## config.mk

```make
export PLATFORM = sky130hd
export DESIGN_NAME = mul_div_unit_flat
export DESIGN_NICKNAME = d
export VERILOG_FILES = /design/src/rtl/mul_div_unit_if.sv /design/src/rtl/mul_div_unit.sv /design/src/flat_wrapper.sv
export SDC_FILE = /design/constraint.sdc
export NUM_CORES = 1
export LEC_CHECK = 0
export ABC_AREA = 0
export CELL_PAD_IN_SITES_DETAIL_PLACEMENT = 1
export CELL_PAD_IN_SITES_GLOBAL_PLACEMENT = 1
export CORE_UTILIZATION = 45
export DETAILED_ROUTE_END_ITERATION = 10
export GPL_ROUTABILITY_DRIVEN = 0
export PLACE_DENSITY_LB_ADDON = 0.1
export SETUP_SLACK_MARGIN = 0.4
export SYNTH_ARGS = -nofsm -noshare
export SYNTH_HDL_FRONTEND = slang
export SYNTH_SLANG_ARGS = --single-unit
```

## constraint.sdc

```tcl
create_clock -name clk -period 7.4 [get_ports clk]
set_input_delay 1.48 -clock clk [delete_from_list [all_inputs] [get_ports clk]]
set_output_delay 1.48 -clock clk [all_outputs]
set_load 0.02 [all_outputs]
```

## src/rtl/mul_div_unit_if.sv

```systemverilog
// Request/response bundle between the execute stage and the iterative
// RV32M multiply/divide unit.
interface mul_div_unit_if #(
    parameter int XLEN = 32
);
    logic            flush;
    logic            req_valid;
    logic            req_ready;
    logic [XLEN-1:0] in1;
    logic [XLEN-1:0] in2;
    logic [2:0]      md_op;
    logic            resp_valid;
    logic            resp_ready;
    logic [XLEN-1:0] resp_data;
    logic            busy;

    modport master (
        output flush, req_valid, in1, in2, md_op, resp_ready,
        input  req_ready, resp_valid, resp_data, busy
    );

    modport slave (
        input  flush, req_valid, in1, in2, md_op, resp_ready,
        output req_ready, resp_valid, resp_data, busy
    );
endinterface

```

## src/rtl/mul_div_unit.sv

```systemverilog
// Iterative RV32M multiply/divide unit: shift-add multiply and restoring
// divide on operand magnitudes, one result bit per cycle, sign fixed up at
// the end. Division by zero and signed overflow finish straight from IDLE.
module mul_div_unit #(
    parameter int XLEN = 32
) (
    input  logic          clk,
    input  logic          rst_n,
    mul_div_unit_if.slave bus
);
    localparam int CW = $clog2(XLEN);

    typedef enum logic [1:0] {
        S_IDLE,
        S_CALC,
        S_DONE
    } state_e;

    typedef enum logic [2:0] {
        OP_MUL    = 3'b000,
        OP_MULH   = 3'b001,
        OP_MULHSU = 3'b010,
        OP_MULHU  = 3'b011,
        OP_DIV    = 3'b100,
        OP_DIVU   = 3'b101,
        OP_REM    = 3'b110,
        OP_REMU   = 3'b111
    } md_op_e;

    state_e            state_q, state_d;
    logic [CW-1:0]     cnt_q, cnt_d;
    md_op_e            op_q, op_d;
    logic              neg_q, neg_d;
    logic [XLEN-1:0]   opnd_q, opnd_d;
    logic [2*XLEN-1:0] acc_q, acc_d;
    logic [XLEN-1:0]   resp_data_q, resp_data_d;

    // Request-side decode
    md_op_e          op_in;
    logic            sgn1, sgn2;
    logic [XLEN-1:0] mag1, mag2;
    logic            div_by_zero, sgn_ovf;

    // Iteration datapath
    logic [XLEN:0]     mul_sum;
    logic [2*XLEN-1:0] mul_next, mul_fin;
    logic [XLEN:0]     rem_sh, rem_diff;
    logic [2*XLEN-1:0] div_next;
    logic [XLEN-1:0]   div_sel;
    logic [XLEN-1:0]   final_res;

    // Operand decode at accept: sign handling, magnitudes, special cases
    always_comb begin
        op_in = md_op_e'(bus.md_op);
        sgn1  = (op_in != OP_MULHU) && (op_in != OP_DIVU) && (op_in != OP_REMU) && bus.in1[XLEN-1];
        sgn2  = ((op_in == OP_MUL) || (op_in == OP_MULH) || (op_in == OP_DIV) || (op_in == OP_REM))
                && bus.in2[XLEN-1];
        mag1  = sgn1 ? (~bus.in1 + 1'b1) : bus.in1;
        mag2  = sgn2 ? (~bus.in2 + 1'b1) : bus.in2;
        div_by_zero = bus.md_op[2] && (bus.in2 == '0);
        sgn_ovf     = ((op_in == OP_DIV) || (op_in == OP_REM))
                      && (bus.in1 == {1'b1, {(XLEN-1){1'b0}}}) && (bus.in2 == '1);
    end

    // One multiply step and one restoring-divide step over the shared accumulator
    always_comb begin
        mul_sum  = {1'b0, acc_q[2*XLEN-1:XLEN]} + (acc_q[0] ? {1'b0, opnd_q} : '0);
        mul_next = {mul_sum, acc_q[XLEN-1:1]};
        mul_fin  = neg_q ? (~mul_next + 1'b1) : mul_next;

        rem_sh   = {acc_q[2*XLEN-1:XLEN], acc_q[XLEN-1]};
        rem_diff = rem_sh - {1'b0, opnd_q};
        if (!rem_diff[XLEN])
            div_next = {rem_diff[XLEN-1:0], acc_q[XLEN-2:0], 1'b1};
        else
            div_next = {rem_sh[XLEN-1:0], acc_q[XLEN-2:0], 1'b0};
        div_sel = op_q[1] ? div_next[2*XLEN-1:XLEN] : div_next[XLEN-1:0];

        if (op_q[2])
            final_res = neg_q ? (~div_sel + 1'b1) : div_sel;
        else if (op_q == OP_MUL)
            final_res = mul_fin[XLEN-1:0];
        else
            final_res = mul_fin[2*XLEN-1:XLEN];
    end

    // Next-state logic; flush overrides accept and response handshake
    always_comb begin
        state_d     = state_q;
        cnt_d       = cnt_q;
        op_d        = op_q;
        neg_d       = neg_q;
        opnd_d      = opnd_q;
        acc_d       = acc_q;
        resp_data_d = resp_data_q;

        if (bus.flush) begin
            state_d = S_IDLE;
            cnt_d   = '0;
        end else begin
            case (state_q)
                S_IDLE: begin
                    if (bus.req_valid) begin
                        op_d  = op_in;
                        neg_d = (op_in == OP_REM) ? sgn1 : (sgn1 ^ sgn2);
                        cnt_d = '0;
                        // Multiply keeps the multiplicand aside and shifts the
                        // multiplier out of the low half; divide keeps the
                        // divisor aside and shifts the dividend out instead.
                        if (bus.md_op[2]) begin
                            opnd_d = mag2;
                            acc_d  = {{XLEN{1'b0}}, mag1};
                        end else begin
                            opnd_d = mag1;
                            acc_d  = {{XLEN{1'b0}}, mag2};
                        end
                        if (div_by_zero) begin
                            resp_data_d = bus.md_op[1] ? bus.in1 : '1;
                            state_d     = S_DONE;
                        end else if (sgn_ovf) begin
                            resp_data_d = bus.md_op[1] ? '0 : bus.in1;
                            state_d     = S_DONE;
                        end else begin
                            state_d = S_CALC;
                        end
                    end
                end
                S_CALC: begin
                    acc_d = op_q[2] ? div_next : mul_next;
                    if (cnt_q == CW'(XLEN-1)) begin
                        resp_data_d = final_res;
                        state_d     = S_DONE;
                    end else begin
                        cnt_d = cnt_q + 1'b1;
                    end
                end
                S_DONE: begin
                    if (bus.resp_ready) begin
                        state_d = S_IDLE;
                        cnt_d   = '0;
                    end
                end
                default: begin
                    state_d = S_IDLE;
                    cnt_d   = '0;
                end
            endcase
        end
    end

    // State and datapath registers
    always_ff @(posedge clk or negedge rst_n) begin
        if (!rst_n) begin
            state_q     <= S_IDLE;
            cnt_q       <= '0;
            op_q        <= OP_MUL;
            neg_q       <= 1'b0;
            opnd_q      <= '0;
            acc_q       <= '0;
            resp_data_q <= '0;
        end else begin
            state_q     <= state_d;
            cnt_q       <= cnt_d;
            op_q        <= op_d;
            neg_q       <= neg_d;
            opnd_q      <= opnd_d;
            acc_q       <= acc_d;
            resp_data_q <= resp_data_d;
        end
    end

    assign bus.req_ready  = (state_q == S_IDLE);
    assign bus.resp_valid = (state_q == S_DONE);
    assign bus.busy       = (state_q != S_IDLE);
    assign bus.resp_data  = resp_data_q;
endmodule

```

## src/flat_wrapper.sv

```systemverilog
// flat-port wrapper written by rule: the top's interface ports become plain ports
module mul_div_unit_flat 
#(
    parameter int XLEN = 32
)
  (clk, rst_n, bus_flush, bus_req_valid, bus_in1, bus_in2, bus_md_op, bus_resp_ready, bus_req_ready, bus_resp_valid, bus_resp_data, bus_busy);
  mul_div_unit_if #(.XLEN(XLEN)) bus_i ();
  input  logic clk;
  input  logic rst_n;
  input wire logic [$bits(bus_i.flush)-1:0] bus_flush;
  input wire logic [$bits(bus_i.req_valid)-1:0] bus_req_valid;
  input wire logic [$bits(bus_i.in1)-1:0] bus_in1;
  input wire logic [$bits(bus_i.in2)-1:0] bus_in2;
  input wire logic [$bits(bus_i.md_op)-1:0] bus_md_op;
  input wire logic [$bits(bus_i.resp_ready)-1:0] bus_resp_ready;
  output wire logic [$bits(bus_i.req_ready)-1:0] bus_req_ready;
  output wire logic [$bits(bus_i.resp_valid)-1:0] bus_resp_valid;
  output wire logic [$bits(bus_i.resp_data)-1:0] bus_resp_data;
  output wire logic [$bits(bus_i.busy)-1:0] bus_busy;
  assign bus_i.flush = bus_flush;
  assign bus_i.req_valid = bus_req_valid;
  assign bus_i.in1 = bus_in1;
  assign bus_i.in2 = bus_in2;
  assign bus_i.md_op = bus_md_op;
  assign bus_i.resp_ready = bus_resp_ready;
  assign bus_req_ready = bus_i.req_ready;
  assign bus_resp_valid = bus_i.resp_valid;
  assign bus_resp_data = bus_i.resp_data;
  assign bus_busy = bus_i.busy;
  mul_div_unit #(.XLEN(XLEN)) u_core (.clk(clk), .rst_n(rst_n), .bus(bus_i));
endmodule
```

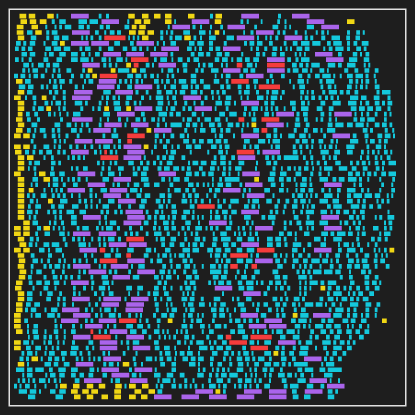
(run_1/cell_classes.png)
Drawn at 2 px/µm.
red -> clock drivers and dummy loads  # cells 32
yellow -> other buffers and delay cells  # cells 131
cyan -> all other logic  # cells 2070
purple -> flip-flops  # cells 139
Layout Utilization: 0.505
Std-Cell Rows: 71

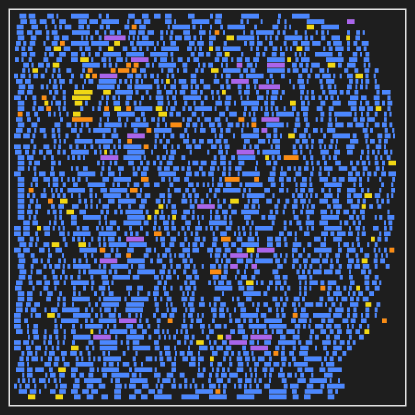
(run_1/drive_strength.png)
Drawn at 2 px/µm.
yellow -> drive 2  # cells 62, share 2.6%, most used mux2_2
purple -> drive 6 and up  # cells 26, share 1.1%, most used clkbuf_16
blue -> drive 1 or less  # cells 2243, share 95%, most used nand2_1
orange -> drive 3 to 4  # cells 41, share 1.7%, most used buf_4
Area Growth Syn to Fin: 10.4%
Final Cell Area: 19000 µm²
final worst-path setup slack: 1.46 ns
bufs w/o clock: 131

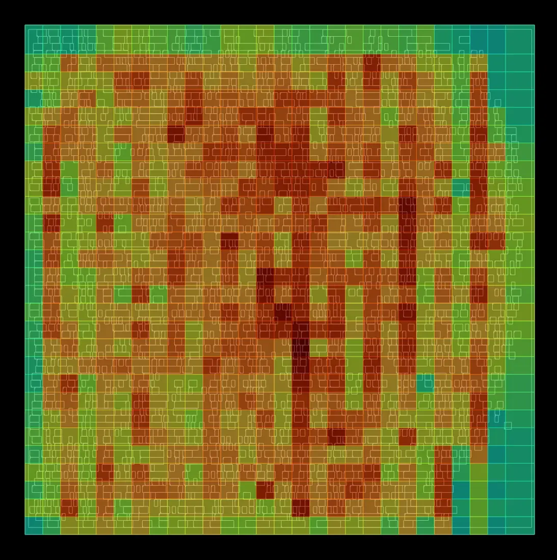
(run_1/final_congestion.png)
overall routing resource usage: 0.354
gr busiest metal: met2

==> results.py, run 1 <==
# Synthesis and PnR figures
metrics = {
    "run_status": {
        "status": "completed",
    },
    "grt": {
        "grt_pass1_vias": 18300,
        "grt_max_degree": 86,
        "antenna_found_initial": 1,
    },
    "drt": {
        "ant_nets": 0,
    },
    "logic_synthesis": {
        "top_cell": "nand2_1",
        "syn_area_per_cell_um2": 7.23,
        "yosysWarnings": 0,
    },
    "sta": {
        "finalClockPeriodUsage": 0.802,
        "period_minus_slack_ns": 5.94,
        "maxSlewHeadroom": 0.205,
        "setup_tns_ns": 0,
    },
    "critical_path": {
        "path_max_fanout": 36,
        "worstSetupPathType": "register to register",
    },
    "pwr": {
        "power.density_nw_per_um2": 523,
        "p_total_mw": 9.95,
    },
    "cells_and_area": {
        "drive_gt1_frac": 0.0544,
    },
    "clocking": {
        "path_clk_slew_ns": 0.07,
    },
    "min_path": {
        "hold_path_class": "register to register",
    },
    "job": {
        "cap_violations": 0,
    },
}
[run 1: worst paths after layout]
| check | from | endpoint | slack [ns] | cells after the start |
|---|---|---|---|---|
| worst max-delay path | u_core.acc_q[0] | u_core.bus.resp_data[30] | 1.46 | 14 |
| worst min-delay path | u_core.bus.resp_data[3] | u_core.bus.resp_data[3] | 0.49 | 2 |
| max in group asynchronous | rst_n | u_core.acc_q[31] | 4.99 | 2 |
| worst max register to register | u_core.acc_q[0] | u_core.bus.resp_data[30] | 1.46 | 14 |
| worst min register to register | u_core.bus.resp_data[3] | u_core.bus.resp_data[3] | 0.49 | 2 |
| min in group asynchronous | rst_n | u_core.opnd_q[27] | 1.10 | 1 |
[run 1: per-stage QoR]
| stage | setup slack (ns) | utilization |
|---|---|---|
| after floorplan | 2.18 | - |
| after detailed placement | 1.44 | 0.488 |
| after global routing | 1.19 | 0.505 |
| after CTS | 1.57 | 0.505 |
| final | 1.46 | 0.505 |
| after global placement | 1.64 | 0.488 |
[run 1: cell families after synthesis]
family / synth area share
AND-OR/OR-AND: 0.285
XOR/XNOR: 0.0881
adder cells (fa/ha/maj): 0.0540
buffers and inverters: 0.0602
flip-flops: 0.202
multiplexers: 0.0685
AND/OR/NAND/NOR: 0.243
[run 1: layout make-up]
cell class,count,area (µm²)
Clock inverter,15,186
Clock buffer,17,425
Tap cell,511,639
Sequential cell,139,3480
Multi-Input combinational cell,1993,12700
Inverter,77,289
Timing Repair Buffer,131,1250
Fill cell,4825,18700
[run 1: registers in the layout, indices dropped and copies added, names as in the netlist]
signal	flops
u_core.op_q	3
u_core.acc_q	64
u_core.cnt_q	5
u_core.bus.resp_data	32
u_core.opnd_q	32
u_core.state_q	2
u_core.neg_q	1
[run 1: critical path, stage by stage (launching register included)]
cell      delay [ns]
dfrtp_1         0.99
and2_1          0.25
ha_1            0.29
a21o_1          0.22
a21oi_1         0.28
a211oi_1        0.25
o31ai_1         0.77
nor3_1          0.09
o31ai_1         0.81
nand4b_1        0.41
or4_1           0.64
o31ai_1         0.26
xor2_1          0.11
a221o_1         0.34
a21oi_1         0.14
[run 1: where the power goes]
part           total, mW  internal (mW)  switching (mW)
clock              0.930          0.536           0.394
combinational       7.22           2.61            4.61
sequential          1.79           1.09           0.705
[run 1: cells in the final DEF, fill, tap and decap left out, drive strengths merged, types with 18 or more instances in the layout]
cell             n
nand2          250
a21oi          239
nor2           230
o21ai          216
dfrtp          139
clkdlybuf4s50  104
xnor2           99
mux2i           93
inv             81
xor2            74
nor3            72
ha              71
a211oi          61
o31ai           51
and2            44
or3             38
nand4           31
a21o            29
nand3           29
o211ai          27
buf             27
nor4            25
mux2            22
nand2b          20
nor2b           20
a31oi           18
[run 1: metal layers]
layer  vias to the layer above  track usage  routed length, µm
met5                         -            0                 16
met4                         2        0.119               2060
met3                       114       0.0499               4680
met2                       651        0.552              30600
met1                      9309        0.498              32300
li1                       8624            -                  -
==> run_1/zoom.png <==
Window x 37 to 62, y 136 to 161 µm. Cells in gray, sequential cells in the stronger gray; small squares are vias.
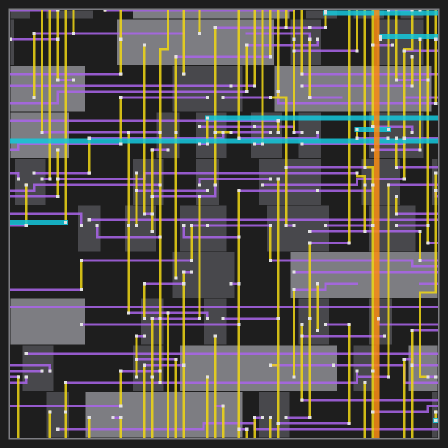

==> run 2: changes to the inputs <==
==> constraint.sdc (replaced) <==
create_clock -name clk -period 5.8 [get_ports clk]
set_input_delay 1.16 -clock clk [delete_from_list [all_inputs] [get_ports clk]]
set_output_delay 1.16 -clock clk [all_outputs]
set_load 0.02 [all_outputs]
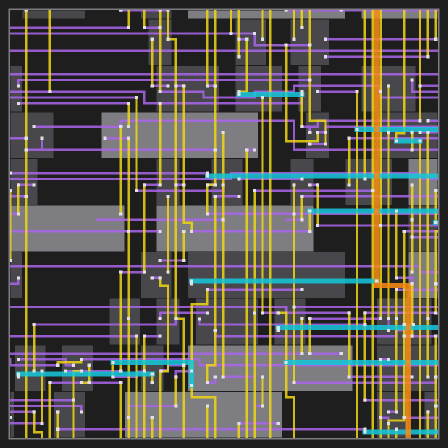
(run_2/zoom.png)
Window x 37 to 62, y 136 to 161 µm. Cells in gray, sequential cells in the stronger gray; small squares are vias.
cyan -> met3
purple -> met1
orange -> met4
yellow -> met2
netlist names of flops here include = u_core.acc_q (3)
most frequent = nor2_1 (5), a21oi_1 (5)
sequential cells in the window = 5
cells with their middle in the window = 35

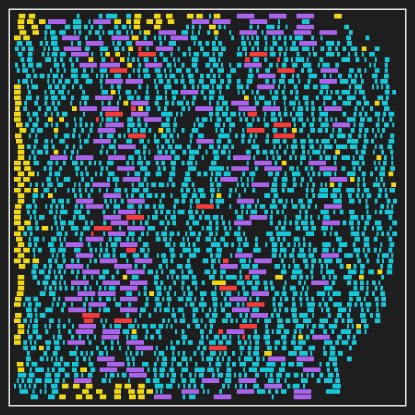
(run_2/cell_classes.png)
Drawn at 2 px/µm.
cyan -> all other logic  # cells 2070
purple -> flip-flops  # cells 139
red -> clock drivers and dummy loads  # cells 32
yellow -> other buffers and delay cells  # cells 149
Layout Utilization: 0.510
Seq/total area: 0.181

==> results.py, run 2 <==
# Synthesis and PnR figures
metrics = {
    "run_status": {
        "status": "completed",
    },
    "grt": {
        "grt_pass1_vias": 18300,
        "grt_max_degree": 92,
        "grt_usage": 0.361,
        "antenna_found_initial": 1,
    },
    "pwr": {
        "power.density_nw_per_um2": 671,
        "p_int_mw": 5.48,
        "power.switching_mw": 7.40,
        "clockPowerShare": 0.086,
        "p_sw_frac": 0.575,
    },
    "cells_and_area": {
        "largest_register_ffs": 64,
        "regMostFlops": "u_core.acc_q",
        "lay_top_cells": "249 x nand2_1, 238 x a21oi_1, 229 x nor2_1",
        "lay_top_count": "nand2_1",
        "drive_gt1_frac": 0.0682,
    },
    "sta": {
        "maxSlewHeadroom": 0.240,
        "period_minus_slack_ns": 5.27,
        "finalClockPeriodUsage": 0.908,
    },
    "min_path": {
        "hold_path_class": "register to register",
    },
    "drt": {
        "ant_nets": 0,
    },
    "logic_synthesis": {
        "top_cell": "nand2_1",
        "syn_area_per_cell_um2": 7.23,
    },
    "floorplanning": {
        "num_rows": 71,
    },
    "job": {
        "cap_violations": 0,
    },
}
==> run 2: cell type report <==
type                       count  area, µm²
inverter                      77        289
clock inverter                11       93.8
multi-input combinational   1993      12800
fill                        4823      18500
timing repair buffer         149       1400
antenna                        1       2.50
tap                          511        639
sequential                   139       3480
clock buffer                  21        470
==> run 2: metrics by stage <==
stage	hold slack (ns)	total power [mW]	worst slack [ns]	util	cell area, µm²
after floorplan	0.464	8.44	0.579	-	17200
after global placement	0.466	11.0	0.549	0.492	18500
final	0.490	12.9	0.534	0.510	19200
after global routing	0.523	13.7	0.371	0.510	19200
after detailed placement	0.483	11.3	0.396	0.492	18500
after CTS	0.496	12.5	0.385	0.507	19100
==> run 2: metal layers <==
layer,wire length (µm),vias up,part of all wire,global-route usage
met5,0,-,0,0
met4,1720,0,0.024,0.104
met3,5380,104,0.076,0.0611
met2,31400,715,0.44,0.561
met1,32200,9371,0.46,0.510
li1,-,8654,-,-
==> run 2: power groups by stage <==
| stage | Sequential, mW | Clock (mW) | Combinational [mW] |
|---|---|---|---|
| global placement | 2.15 | 0 | 8.88 |
| finish | 2.20 | 1.10 | 9.58 |
| CTS | 2.16 | 1.10 | 9.24 |
| global route | 2.25 | 1.14 | 10.3 |
| detailed placement | 2.17 | 0 | 9.12 |
| floorplan | 1.78 | 0 | 6.65 |
==> run 2: worst max-delay path, stage by stage (launching register included) <==
cell	delay, ns
dfrtp_1	0.46
ha_2	0.40
a21oi_1	0.28
o21ai_0	0.24
a221o_1	0.39
or3_1	0.47
o211ai_4	0.31
buf_6	0.34
mux2_2	0.40
a211o_1	0.27
or4b_1	0.71
o31ai_1	0.34
xor2_1	0.22
a31oi_1	0.12
a21oi_1	0.20
==> run 2: logic make-up after synthesis <==
family / Yosys count / share of synthesized area
simple gates: 849 / 0.243
xor+xnor: 173 / 0.0881
flops: 139 / 0.202
fa+ha+maj: 73 / 0.0540
compound gates: 783 / 0.285
buf+inv: 247 / 0.0602
mux: 115 / 0.0685
==> run 2: final timing paths <==
kind	start	to	slack, ns	depth (start not counted)
setup / recovery	u_core.acc_q[48]	u_core.bus.resp_data[23]	0.53	14
hold / removal	u_core.bus.resp_data[1]	u_core.bus.resp_data[1]	0.49	2
setup reg to reg	u_core.acc_q[48]	u_core.bus.resp_data[23]	0.53	14
hold reg to reg	u_core.bus.resp_data[1]	u_core.bus.resp_data[1]	0.49	2
max in group asynchronous	rst_n	u_core.op_q[1]	3.87	2
min in group asynchronous	rst_n	u_core.opnd_q[23]	0.72	1
==> run 2: timing repair <==
action	CTS	global route
hold buffers	0	0
setup buffers	0	0
setup endpoints to repair	2	18
resized	1	20
pin swaps	0	1
Power and IR drop assume default switching activity.
